`config.mk`:
```
export PLATFORM = sky130hd
export DESIGN_NAME = mioc_flop_driver
export DESIGN_NICKNAME = d
export VERILOG_FILES = /design/src/rtl/mioc_flop_driver.sv
export SDC_FILE = /design/constraint.sdc
export NUM_CORES = 1
export LEC_CHECK = 0
export CORE_MARGIN = 2
export CORE_UTILIZATION = 35
export CTS_CLUSTER_SIZE = 10
export DETAILED_ROUTE_END_ITERATION = 16
export GPL_ROUTABILITY_DRIVEN = 0
export GPL_TIMING_DRIVEN = 1
export PLACE_DENSITY_LB_ADDON = 0.08
export SYNTH_ARGS = -nofsm -noshare
export SYNTH_HDL_FRONTEND = slang
export SYNTH_SLANG_ARGS = --single-unit
```
`constraint.sdc`:
```
create_clock -name clk -period 4.55 [get_ports clk]
set_input_delay 0.6825 -clock clk [delete_from_list [all_inputs] [get_ports clk]]
set_output_delay 0.6825 -clock clk [all_outputs]
set_load 0.01 [all_outputs]
```
`src/rtl/mioc_flop_driver.sv`:
```
// rtl/mioc_flop_driver.sv - command-driven pin sequencer for one MIOC NMOS flop
//
// Purpose
//   Turns one LOAD / SET / CLEAR / SAMPLE command into a timed waveform on the
//   four flop control pins. It then lets the flop outputs settle, samples the
//   synchronized q/qbar pair and returns q with an error flag.
//   Flop pin protocol:
//     in1 = set   (active high)
//     in4 = clear (active high)
//     in2 = clock (the flop captures on the falling edge)
//     in3 = D_n   (active-low data)
//
// Ports
//   clk        in   single clock
//   rst        in   synchronous reset, active high
//   cmd_valid  in   command offered
//   cmd_ready  out  block idle; a command is accepted on cmd_valid & cmd_ready
//   cmd_op     in   00=LOAD 01=SET 10=CLEAR 11=SAMPLE
//   cmd_data   in   data bit for LOAD
//   rsp_valid  out  response valid, held until rsp_ready
//   rsp_ready  in   response consumer ready
//   rsp_q      out  synchronized flop q at sample time
//   rsp_err    out  q==qbar, or q differs from the value the command should leave
//   flop_in1   out  flop set pin
//   flop_in2   out  flop clock pin
//   flop_in3   out  flop D_n pin
//   flop_in4   out  flop clear pin
//   flop_q     in   flop q (asynchronous)
//   flop_qbar  in   flop qbar (asynchronous)

`timescale 1ns/1ps

module mioc_flop_driver #(
  parameter int SETUP_CYC  = 2,
  parameter int PULSE_CYC  = 2,
  parameter int SETTLE_CYC = 3,
  parameter int CNT_W      = 4
) (
  input  logic       clk,
  input  logic       rst,
  input  logic       cmd_valid,
  output logic       cmd_ready,
  input  logic [1:0] cmd_op,
  input  logic       cmd_data,
  output logic       rsp_valid,
  input  logic       rsp_ready,
  output logic       rsp_q,
  output logic       rsp_err,
  output logic       flop_in1,
  output logic       flop_in2,
  output logic       flop_in3,
  output logic       flop_in4,
  input  logic       flop_q,
  input  logic       flop_qbar
);

  localparam logic [2:0] S_IDLE   = 3'd0;
  localparam logic [2:0] S_SETUP  = 3'd1;
  localparam logic [2:0] S_CLKLO  = 3'd2;
  localparam logic [2:0] S_HOLD   = 3'd3;
  localparam logic [2:0] S_ASYNC  = 3'd4;
  localparam logic [2:0] S_SETTLE = 3'd5;
  localparam logic [2:0] S_RESP   = 3'd6;

  localparam logic [1:0] OP_LOAD   = 2'b00;
  localparam logic [1:0] OP_SET    = 2'b01;
  localparam logic [1:0] OP_CLEAR  = 2'b10;
  localparam logic [1:0] OP_SAMPLE = 2'b11;

  // Terminal counts: a phase of N cycles ends when the counter reads N-1.
  localparam logic [CNT_W-1:0] SETUP_LAST  = CNT_W'(SETUP_CYC - 1);
  localparam logic [CNT_W-1:0] PULSE_LAST  = CNT_W'(PULSE_CYC - 1);
  localparam logic [CNT_W-1:0] SETTLE_LAST = CNT_W'(SETTLE_CYC - 1);

  logic [2:0]       state;
  logic [2:0]       next_state;
  logic [CNT_W-1:0] cnt;
  logic [1:0]       op_r;
  logic             data_r;

  logic             q_s1;
  logic             q_s2;
  logic             qbar_s1;
  logic             qbar_s2;
  logic             cap_q;
  logic             cap_qbar;

  logic             accept;
  logic [1:0]       op_n;
  logic             data_n;
  logic             in1_n;
  logic             in2_n;
  logic             in3_n;
  logic             in4_n;
  logic             exp_q;
  logic             err_n;
  logic             timed_state;

  assign accept = cmd_valid & cmd_ready;

  // Command fields as they will be seen by the next state. This lets the pin
  // registers switch on the same edge as the state register.
  assign op_n   = accept ? cmd_op   : op_r;
  assign data_n = accept ? cmd_data : data_r;

  always_comb begin
    next_state = state;
    case (state)
      S_IDLE: begin
        if (accept) begin
          case (cmd_op)
            OP_LOAD:  next_state = S_SETUP;
            OP_SET:   next_state = S_ASYNC;
            OP_CLEAR: next_state = S_ASYNC;
            default:  next_state = S_SETTLE;
          endcase
        end
      end
      S_SETUP:  if (cnt == SETUP_LAST)  next_state = S_CLKLO;
      S_CLKLO:  if (cnt == PULSE_LAST)  next_state = S_HOLD;
      S_HOLD:   next_state = S_SETTLE;
      S_ASYNC:  if (cnt == PULSE_LAST)  next_state = S_SETTLE;
      S_SETTLE: if (cnt == SETTLE_LAST) next_state = S_RESP;
      S_RESP:   if (rsp_valid && rsp_ready) next_state = S_IDLE;
      default:  next_state = S_IDLE;
    endcase
  end

  // Pin levels for the state being entered. Pins are registered from this
  // decode, so they change only on clk edges and line up with the state.
  // in3 holds ~data through SETUP, CLKLO and HOLD. It therefore cannot move
  // while in2 is low. It returns to idle only after in2 has gone high again.
  always_comb begin
    in1_n = 1'b0;
    in2_n = 1'b1;
    in3_n = 1'b1;
    in4_n = 1'b0;
    case (next_state)
      S_SETUP: begin
        in3_n = ~data_n;
      end
      S_CLKLO: begin
        in2_n = 1'b0;
        in3_n = ~data_n;
      end
      S_HOLD: begin
        in3_n = ~data_n;
      end
      S_ASYNC: begin
        // Mutually exclusive: ASYNC is entered only for SET or CLEAR.
        in1_n = (op_n == OP_SET);
        in4_n = (op_n == OP_CLEAR);
      end
      default: begin
        in1_n = 1'b0;
        in2_n = 1'b1;
        in3_n = 1'b1;
        in4_n = 1'b0;
      end
    endcase
  end

  // Value the flop should hold after the command. SAMPLE has no expectation.
  always_comb begin
    exp_q = 1'b0;
    case (op_r)
      OP_LOAD: exp_q = data_r;
      OP_SET:  exp_q = 1'b1;
      default: exp_q = 1'b0;
    endcase
  end

  assign err_n = (cap_q == cap_qbar) | ((op_r != OP_SAMPLE) & (cap_q != exp_q));

  // Only the timed phases advance the counter. IDLE and RESP keep it at zero,
  // so every phase starts counting from a known value.
  assign timed_state = (state == S_SETUP) || (state == S_CLKLO) ||
                       (state == S_ASYNC) || (state == S_SETTLE);

  always_ff @(posedge clk) begin
    if (rst) begin
      state     <= S_IDLE;
      cnt       <= '0;
      op_r      <= OP_LOAD;
      data_r    <= 1'b0;
      q_s1      <= 1'b0;
      q_s2      <= 1'b0;
      qbar_s1   <= 1'b0;
      qbar_s2   <= 1'b0;
      cap_q     <= 1'b0;
      cap_qbar  <= 1'b0;
      flop_in1  <= 1'b0;
      flop_in2  <= 1'b1;
      flop_in3  <= 1'b1;
      flop_in4  <= 1'b0;
      cmd_ready <= 1'b1;
      rsp_valid <= 1'b0;
      rsp_q     <= 1'b0;
      rsp_err   <= 1'b0;
    end else begin
      state <= next_state;

      if (!timed_state || (next_state != state)) begin
        cnt <= '0;
      end else begin
        cnt <= cnt + CNT_W'(1);
      end

      if (accept) begin
        op_r   <= cmd_op;
        data_r <= cmd_data;
      end

      // Two-stage synchronizers for the asynchronous flop outputs.
      q_s1    <= flop_q;
      q_s2    <= q_s1;
      qbar_s1 <= flop_qbar;
      qbar_s2 <= qbar_s1;

      if ((state == S_SETTLE) && (cnt == SETTLE_LAST)) begin
        cap_q    <= q_s2;
        cap_qbar <= qbar_s2;
      end

      flop_in1 <= in1_n;
      flop_in2 <= in2_n;
      flop_in3 <= in3_n;
      flop_in4 <= in4_n;

      cmd_ready <= (next_state == S_IDLE);

      // The first RESP cycle evaluates the captured pair. rsp_valid rises on
      // the following edge and drops on the edge that completes the handshake.
      rsp_valid <= (state == S_RESP) && (next_state == S_RESP);
      if ((state == S_RESP) && !rsp_valid) begin
        rsp_q   <= cap_q;
        rsp_err <= err_n;
      end
    end
  end

endmodule

```
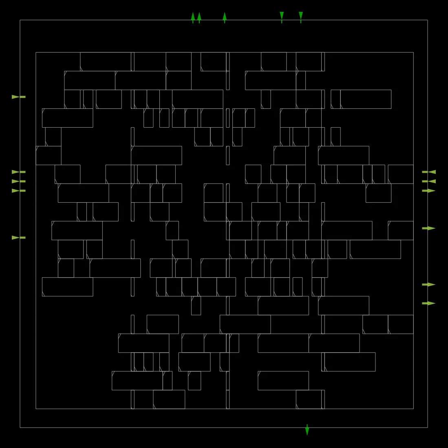
Run 1: placement view
row count: 19
flop share of the area: 38.4%
Tapcells: 31

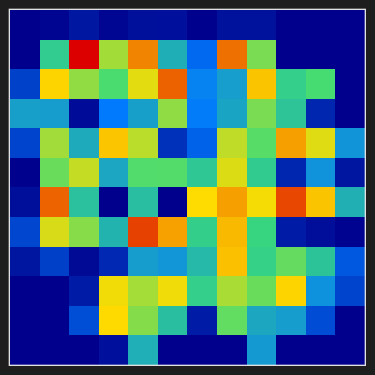
Run 1: placement density heat map
Scale: 6 px per um. The die is cut into 12 by 12 equal tiles; dark blue is low, red is high, 0 to 100% covered.
mean over tiles	35%
emptiest ninth of the die	bottom left
tiles over 75% full	13%
nearly empty tiles	22%
final design utilization: 44.3%
FP Core Util: 37.5%

==> results.toml, run 1 <==
# synthesis and place-and-route metrics
[cells_and_area]
diodes = 0
largest_reg_flops = 4
logic_area_um2 = 524
fin_nets = 145
area_delta_synth_final_pct = 17.9
reg.largest.list = "cnt x4, state x3, op_r x2"

[synthesis]
yosys_area_mm2 = 0.00106
synthTopLogicFamily = "simple AND/OR/NAND/NOR gates"
synth-edff-count = 0
synth_cells = 115
synth_seq_share_pct = 45.2
muxShareOfSynthArea_pct = 5.77
synth_top_cell_by_count = "dfxtp_1"
top_cells_by_area = "dfxtp_1, nor2_1, ha_1, mux2i_1, nor2b_1"
top_area_share_pct = 45.2
synth.largest_area_cell = "dfxtp_1"
synthesis.area_mm2 = 0.00106
xor_share_pct = 2.47
synth_nets = 128
synth_cell_types = 37

[power_and_ir_drop]
power_mw = 0.396
combPwrFrac_pct = 17.8
p_leak_nw = 0.478
intPower_mw = 0.289
seqPwrFrac_pct = 59.6
swShare_pct = 27.0
irDropWorstVdd_v = 0.000161

[clock_tree]
ctsResizeCount = 0
clk_path_buf_depth = 2
clk_pin_slew_ns = 0.12
numCtsBuffers = 3
cts_root_buf = "clkbuf_4"
cts.sinks = 24
htree_levels = 1
clk_latency_ns = 0.31
cts_tree = "yes"
cts.hold.buffers_added = 0

[drt]
antenna_left = 0
drt_first_pass_iters = 4
vias_per_cell = 5.32
drt_wl_total_um = 2000
drt_iter0_drc = 10
via_count = 857

[worst_setup_path]
worst_ep_required_time_ns = 4.76
cpPeakStageDelay_ns = 0.48
crit_path_end_kind = "flip-flop"
cp_num_buf_inv = 2
start_kind = "primary input"
path_delay_family = "simple AND/OR/NAND/NOR gates"
crit_slowest_cell = "clkdlybuf4s50_1"

[global_routing]
grt_max_degree = 17
grt_pass1_wl_um = 3560
grt_pass1_vias = 819
grtUsageTotal_pct = 13.4
antenna_found_initial = 0

[sta]
setup_viol = 0
hold_viol_final = 0
slew_viol_final = 0
fin_crit_sh_pct = 46.4
fmax_mhz = 474
clock_skew_ns = 0.00281

[run_status]
outcome = "complete, no violations"

[hold_path]
hp-class = "reg -> reg"

[die]
die_area_mm2 = 0.00349
die_w_um = 59.1

[placed_design]
hpwl_um = 1480
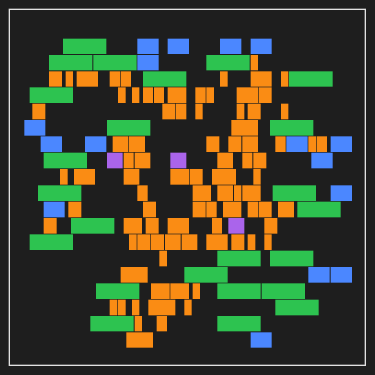
Run 1: cell classes on the final placement
Scale: 6 px per um.
class	colour	cells	share of their area
clock-net drivers	purple	3	1.9%
sequential cells	green	24	40%
remaining buffers and delay cells	blue	16	13%
remaining logic cells	orange	87	45%
core area: 0.00283 mm^2
final instance area: 0.00125 mm^2

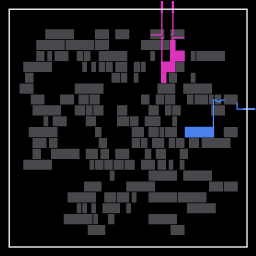
Run 1: port wiring
Scale: 4 px per um.
port	colour	direction	end cells	buffers	wire
cmd_op	magenta	input	4	2	34.1 um
cmd_ready	blue	output	1	1	13.7 um
Ports: 17
Port Buf Inserts: 16

-- run 1: metal layers --
layer	wire length [um]	part of all wire [%]	up-vias	GRT usage, %
met5	0	0	-	0
met1	957	48	401	17.1
met3	101	5.1	2	4.37
met2	926	46	21	21.9
li1	-	-	433	-
met4	13	0.65	0	2.92
-- run 1: path summary, 6_finish.rpt --
check	startpoint	end	slack [ns]	cells after the start
setup / recovery	cmd_op[0]	flop_in4	2.44	7
hold / removal	q_s1	q_s2	0.46	1
setup reg to reg	cnt[0]	flop_in4	2.58	5
hold reg to reg	q_s1	q_s2	0.46	1
-- run 1: final cells by class --
class	count	area share, %
Inverter	7	2.10
Multi-Input combinational cell	80	41.9
Tap cell	31	3.10
Clock buffer	3	1.80
Timing Repair Buffer	16	12.8
Sequential cell	24	38.4
-- run 1: metrics by stage --
stage          setup WS, ns  instances  area (um^2)  util, %  hold WS (ns)
2_1_floorplan          2.78        115         1060        -         0.414
3_3_place_gp           2.10        158         1230     43.5         0.433
3_5_place_dp           2.09        158         1230     43.5         0.432
4_1_cts                2.43        161         1250     44.3         0.461
5_1_grt                2.28        161         1250     44.3         0.483
6_report               2.44        161         1250     44.3         0.458
-- run 1: power groups by stage --
stage	registers, mW	clock network, mW	logic (mW)
after floorplan	0.235	0	0.0533
after global placement	0.241	0	0.0701
after detailed placement	0.241	0	0.0706
after CTS	0.236	0.0948	0.0710
after global routing	0.239	0.106	0.0792
final	0.236	0.0895	0.0707
-- run 1: logic make-up after synthesis --
kind of cell / Yosys count
AOI/OAI and AO/OA: 22
xor gates and xnor gates: 3
adders and majority gates: 4
buffers and inverters: 11
DFF: 24
muxes: 6
and+or+nand+nor: 45
-- run 1: layout by cell type (no fill, tap or decap), drive strengths merged, types with 2 or more instances in the layout --
cell and n:
dfxtp 24, clkdlybuf4s50 16, nor2 14, inv 7, o21ai 7, nor2b 6
mux2i 5, nand3 4, a21oi 4, ha 4, nand2 3, nor4 3
nand3b 3, nand2b 3, clkbuf 3, nand4 2, a21o 2, or3 2
xnor2 2
-- run 1: worst register-to-register path, stage by stage (launching register included) --
cell,delay [ns]
dfxtp_1,0.42
ha_1,0.22
nor3b_1,0.37
mux2_2,0.38
a21o_1,0.20
nor4_1,0.29
==> inputs of run 2 (changes only) <==
Clock period 4.55 ns to 2.2 ns, I/O delays scaled along.
==> run 2 against run 1 <==
- routed wire length up 0.55%
- clock-buffer cell count grew 1
- sequential power grew 110%
- total power increased by 120%
- register-to-register slack got worse by 2.3 ns
- global-route usage is 0.33 points higher
- largest cell class unchanged
- largest power group unchanged
==> results.toml, run 2 <==
# synthesis and place-and-route metrics
[synthesis]
top_area_share_pct = 45.2
synth_cells = 115
ff_type = "dfxtp_1"
synth-seq-cells = 24
synth_cell_types = 37
yosys_area_mm2 = 0.00106
synth.largest_area_cell = "dfxtp_1"
top_cells_by_count = "dfxtp_1, nor2_1, inv_1"
synth_seq_share_pct = 45.2
async_reset_ff_share_pct = 0
synth-edff-count = 0
synth_nets = 128
yosys-stat-cells = 115
synth_top_cell_by_count = "dfxtp_1"
top_cells_by_area = "dfxtp_1, nor2_1, ha_1, mux2i_1, nor2b_1"
ys_warn_count = 0
synthesis.area_mm2 = 0.00106
avgSynthCellArea_um2 = 9.24

[worst_setup_path]
crit_fanout = 5
cpPeakStageDelay_ns = 0.42
cp.arrival_ns = 2.16
critPathKind = "reg -> reg"
crit_slowest_cell = "dfxtp_1"
path_cells = "ha_1, nor3b_1, mux2_2, a21o_1, nor4_1"
start_kind = "flip-flop"
rrSetupSlack_ns = 0.28
crit_path_end_kind = "flip-flop"
worst_ep_required_time_ns = 2.43

[sta]
fmax_mhz = 520
layout_min_cycle_time_ns = 1.92
rsz0062_at_grt = "false"
fin_crit_sh_pct = 87.5
clock_skew_ns = 0.00300
slew_viol_final = 0
setup_ws_ns = 0.276
finalSetupTns_ns = 0
setup_viol = 0
hold_viol_final = 0
slew-limit-headroom_pct = 67.8
worst_slew_pin_slew_ns = 0.482

[global_routing]
grt_overflow = 0
grt_pass1_vias = 807
grtUsageTotal_pct = 13.7
antenna_found_initial = 0
grt_pass1_wl_um = 3570
grt_max_degree = 15

[die]
pin_count = 17
core_util_floorplan_pct = 37.5
die_h_um = 59.1
die_w_um = 59.1
die_area_mm2 = 0.00349
core_area_mm2 = 0.00283
rows = 19

[drt]
drt_iter0_drc = 17
routedWlPerCell_um = 12.3
drt_first_pass_iters = 4
drt_wl_total_um = 2010
vias_per_cell = 5.23
drc = 0
antenna_left = 0
via_count = 857

[cells_and_area]
area_delta_synth_final_pct = 20.6
reg.largest.list = "cnt x4, state x3, op_r x2"
lay_top_count = "dfxtp_1"
fin_nets = 147
layout-drive-gt1-share_pct = 5.26
diodes = 0
mostFrequentLayoutCells = "dfxtp_1, clkdlybuf4s50_1, nor2_1"
fin_area_mm2 = 0.00128
top_register = "cnt"
fin_util_pct = 45.3
largest_reg_flops = 4

[clock_tree]
numCtsBuffers = 3
cts.hold.buffers_added = 0
clk_path_buf_depth = 2
cts_root_buf = "clkbuf_4"
clk_pin_slew_ns = 0.13
clk_latency_ns = 0.31
cts_tree = "yes"
postCtsSetupBuffers = 0
ctsResizeCount = 0
cts.sinks = 24
htree_levels = 1

[job]
max_cap_viol_count = 0
openroad.warnings = 28

[placed_design]
io_buffer_count = 16
place_area_mm2 = 0.00124
place_ws_ns = 0.151
hpwl_um = 1510

[power_and_ir_drop]
power_mw = 0.870
irDropWorstVdd_v = 0.000364
powerDensity_mw_per_mm2 = 679
p_leak_nw = 0.495

[run_status]
outcome = "complete, no violations"

[hold_path]
hp-class = "reg -> reg"
-- run 2: cell counts after synthesis --
Identical to the previous run, type by type.
-- run 2: area by class of cell --
| cell class | instances | area (um^2) |
|---|---|---|
| well taps | 31 | 38.8 |
| fillers | 273 | 1550 |
| repair buffers | 18 | 175 |
| inverters | 7 | 26.3 |
| flip-flops and latches | 24 | 480 |
| clock buffers | 4 | 36.3 |
| multi-input cells | 80 | 524 |
-- run 2: metrics by stage --
step	instances	hold WS (ns)
floorplan	115	0.402
global placement	160	0.431
detailed placement	160	0.439
CTS	164	0.464
global route	164	0.483
finish	164	0.459
-- run 2: metal layers --
layer  part of all wire (%)  GRT usage [%]
met1                     50           17.8
met2                     44           20.6
met3                    3.8           4.59
met4                    2.4           5.84
met5                      0              0
-- run 2: power breakdown --
part | internal [mW] | leakage, nW | switching [mW]
logic | 0.0794 | 0.279 | 0.0718
clock network | 0.101 | 0.0210 | 0.130
registers | 0.459 | 0.196 | 0.0289
total | 0.639 | 0.495 | 0.230
-- run 2: worst paths after layout --
check	startpoint	endpoint	cells after the start
setup / recovery	cnt[0]	flop_in1	5
hold / removal	q_s1	q_s2	1
setup reg to reg	cnt[0]	flop_in1	5
hold reg to reg	q_s1	q_s2	1
-- run 2: worst max-delay path: cells and delay by family (launching register included) --
family / cells / cell delay [ns]
compound gates: 1 / 0.21
flops: 1 / 0.42
fa+ha+maj: 1 / 0.21
simple gates: 2 / 0.62
mux: 1 / 0.38
-- run 2: cell families after synthesis --
| family | synth area share [%] |
|---|---|
| AND-OR/OR-AND | 13.3 |
| buffers and inverters | 5.42 |
| AND/OR/NAND/NOR | 23.1 |
| flip-flops | 45.2 |
| multiplexers | 5.77 |
| XOR/XNOR | 2.47 |
| adder cells (fa/ha/maj) | 4.71 |
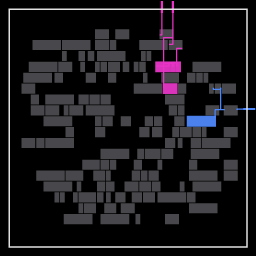
Run 2: port wiring
Scale: 4 px per um.
port	colour	direction	end cells	buffers	wire
cmd_ready	blue	output	1	1	14.1 um
cmd_op	magenta	input	4	2	45.5 um

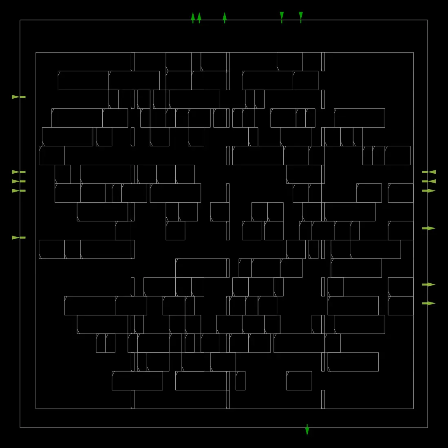
Run 2: placement view
fill count: 273
Post-Layout Cell Count: 164
Flops: 24

Power figures rest on the tool's default switching activity, not on a simulated workload.
